**src/rtl/ring_ctr_pkg.sv**
```systemverilog
// Shared types and helpers for the ring/Johnson sequence generator.
// Pulled in with import ring_ctr_pkg::* by ring_johnson_ctr and ring_legal_chk.
package ring_ctr_pkg;

  typedef enum logic {
    MODE_RING    = 1'b0,
    MODE_JOHNSON = 1'b1
  } mode_e;

  localparam logic DIR_LEFT  = 1'b0;
  localparam logic DIR_RIGHT = 1'b1;

  // Home pattern, LSB-aligned in a 64-bit word; callers keep the low width bits.
  function automatic logic [63:0] home_pattern(mode_e mode, int width);
    return (mode == MODE_RING && width > 0) ? 64'd1 : 64'd0;
  endfunction

endpackage

```
**src/rtl/ring_legal_chk.sv**
```systemverilog
// Combinational legality check of a counter state for the given mode.
// Ring: exactly one bit set. Johnson: thermometer code, at most one adjacent-bit transition.
module ring_legal_chk
  import ring_ctr_pkg::*;
#(
  parameter int WIDTH = 4
) (
  input  logic [WIDTH-1:0] state,
  input  mode_e            mode,
  output logic             legal
);

  logic [WIDTH-2:0] trans;

  for (genvar gi = 0; gi < WIDTH - 1; gi++) begin : g_trans
    assign trans[gi] = state[gi] ^ state[gi+1];
  end

  always_comb begin
    legal = 1'b0;
    if (mode == MODE_RING) legal = ($countones(state) == 1);
    else                   legal = ($countones(trans) <= 1);
  end

endmodule

```
**src/rtl/ring_johnson_ctr.sv**
```systemverilog
// Ring / Johnson counter with direction, enable, parallel load and home wrap pulse.
// Define SELF_CORRECT_EN to force illegal states back to home on the next enabled step.
module ring_johnson_ctr
  import ring_ctr_pkg::*;
#(
  parameter int WIDTH = 4
) (
  input  logic             clk,
  input  logic             rstn,
  input  logic             en,
  input  logic             mode,
  input  logic             dir,
  input  logic             load,
  input  logic [WIDTH-1:0] load_val,
  output logic [WIDTH-1:0] out,
  output logic             wrap,
  output logic             err
);

  mode_e            cur_mode;
  logic [WIDTH-1:0] home;
  logic [WIDTH-1:0] stepped;
  logic             fb_left, fb_right;
  logic [WIDTH-1:0] out_reg, out_next;
  logic             wrap_reg, wrap_next;
  logic             err_reg, err_next;

  assign cur_mode = mode_e'(mode);
  assign home     = WIDTH'(home_pattern(cur_mode, WIDTH));

  // Johnson differs from ring only by inverting the bit fed back into the vacated end.
  assign fb_left  = (cur_mode == MODE_JOHNSON) ? ~out_reg[WIDTH-1] : out_reg[WIDTH-1];
  assign fb_right = (cur_mode == MODE_JOHNSON) ? ~out_reg[0]       : out_reg[0];
  assign stepped  = (dir == DIR_RIGHT) ? {fb_right, out_reg[WIDTH-1:1]}
                                       : {out_reg[WIDTH-2:0], fb_left};

`ifdef SELF_CORRECT_EN
  logic legal;

  ring_legal_chk #(.WIDTH(WIDTH)) u_legal (
    .state (out_reg),
    .mode  (cur_mode),
    .legal (legal)
  );
`endif

  always_comb begin
    out_next  = out_reg;
    wrap_next = 1'b0;
    err_next  = 1'b0;
    if (load) begin
      out_next = load_val;
    end else if (en) begin
`ifdef SELF_CORRECT_EN
      if (!legal) begin
        out_next  = home;
        wrap_next = 1'b1;
        err_next  = 1'b1;
      end else begin
        out_next  = stepped;
        wrap_next = (stepped == home);
      end
`else
      out_next  = stepped;
      wrap_next = (stepped == home);
`endif
    end
  end

  always_ff @(posedge clk) begin
    if (!rstn) begin
      out_reg  <= home;
      wrap_reg <= 1'b0;
      err_reg  <= 1'b0;
    end else begin
      out_reg  <= out_next;
      wrap_reg <= wrap_next;
      err_reg  <= err_next;
    end
  end

  assign out  = out_reg;
  assign wrap = wrap_reg;
  assign err  = err_reg;

endmodule
```
**config.mk**
```make
export PLATFORM = sky130hd
export DESIGN_NAME = ring_johnson_ctr
export DESIGN_NICKNAME = d
export VERILOG_FILES = /design/src/rtl/ring_ctr_pkg.sv /design/src/rtl/ring_legal_chk.sv /design/src/rtl/ring_johnson_ctr.sv
export SDC_FILE = /design/constraint.sdc
export NUM_CORES = 1
export LEC_CHECK = 0
export CORE_AREA = 5 5 42 44
export DETAILED_ROUTE_END_ITERATION = 8
export DIE_AREA = 0 0 47 49
export PLACE_DENSITY_LB_ADDON = 0.25
export SYNTH_ARGS = -nofsm -noshare
export SYNTH_HDL_FRONTEND = slang
export SYNTH_SLANG_ARGS = --single-unit
export TNS_END_PERCENT = 5
```
**constraint.sdc**
```tcl
create_clock -name clk -period 1.7 [get_ports clk]
set_clock_uncertainty 0.2 [all_clocks]
set_input_delay 0.51 -clock clk [delete_from_list [all_inputs] [get_ports clk]]
set_output_delay 0.51 -clock clk [all_outputs]
set_load 0.005 [all_outputs]
```
==> impl_metrics.toml <==
# physical design summary
[worst_setup_path]
path_depth = 4
cp-endpoint = "out[0]"
critPathRequiredTime_ns = 1.49
path_max_fanout = 4
start_kind = "flop"
arrival_ns = 1.46

[routing]
drtIter0Drc = 4
viasPerCell = 4.59
wire_per_inst_um = 12.2

[clocking]
ctsHoldBuffers = 0
h-tree-depth = 1
cts_buffers = 3
cts_buffer_depth = 2

[die]
core_util_floorplan_pct = 25.5
placementRows = 14
die_y_um = 49

[place]
dp_hpwl_um = 733
post_dp_cell_area_um2 = 571

[pwr]
powerSeq_uw = 149
power_frac_seq_pct = 37.2
pg_clk_uw = 132

[status]
outcome = "complete, no violations"

[synth]
avgSynthCellArea_um2 = 9.67
flop_cell = "edfxtp_1"
common_cells = "edfxtp_1 (4), nand2_1 (4), nor2_1 (4)"
yosys.area.top_type = "edfxtp_1"
top_cell_area_share_pct = 33.6
synth_adder_area_share_pct = 0
synth_flops = 5

[cells_and_area]
n_fill_cell = 144
flop_area_um2 = 140

[global_route]
antenna_found_initial = 0
grt_pass1_wl_um = 1470
use_met1_pct = 10.0
use_met2_pct = 14.5

[hold_path]
min_from = "out[2]"

[sta]
hold-worst-slack_ns = 0.433
placement.png
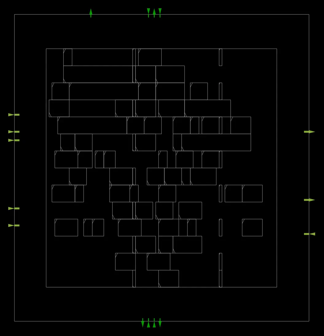
Seq area share: 22.8%
final core occ: 43.9%
Core Region: 0.00140 mm^2
registers: 5
Post-Layout Cell Count: 80

layer_met3.png
Bar = 10 um.
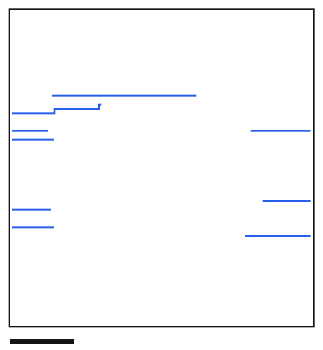
main direction	horizontal
share of all routed wire	8.9%
nets with wire on the layer	9

metal_density.png
9 x 10 tiles, from dark purple (low) to yellow (high), scaled to the fullest tile. Values are wire area over tile area, all layers added.
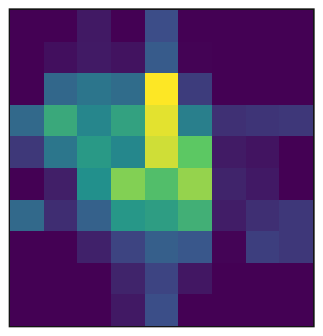
tiles over half the peak	14%
mean over tiles	0.068
emptiest ninth of the die	north-east

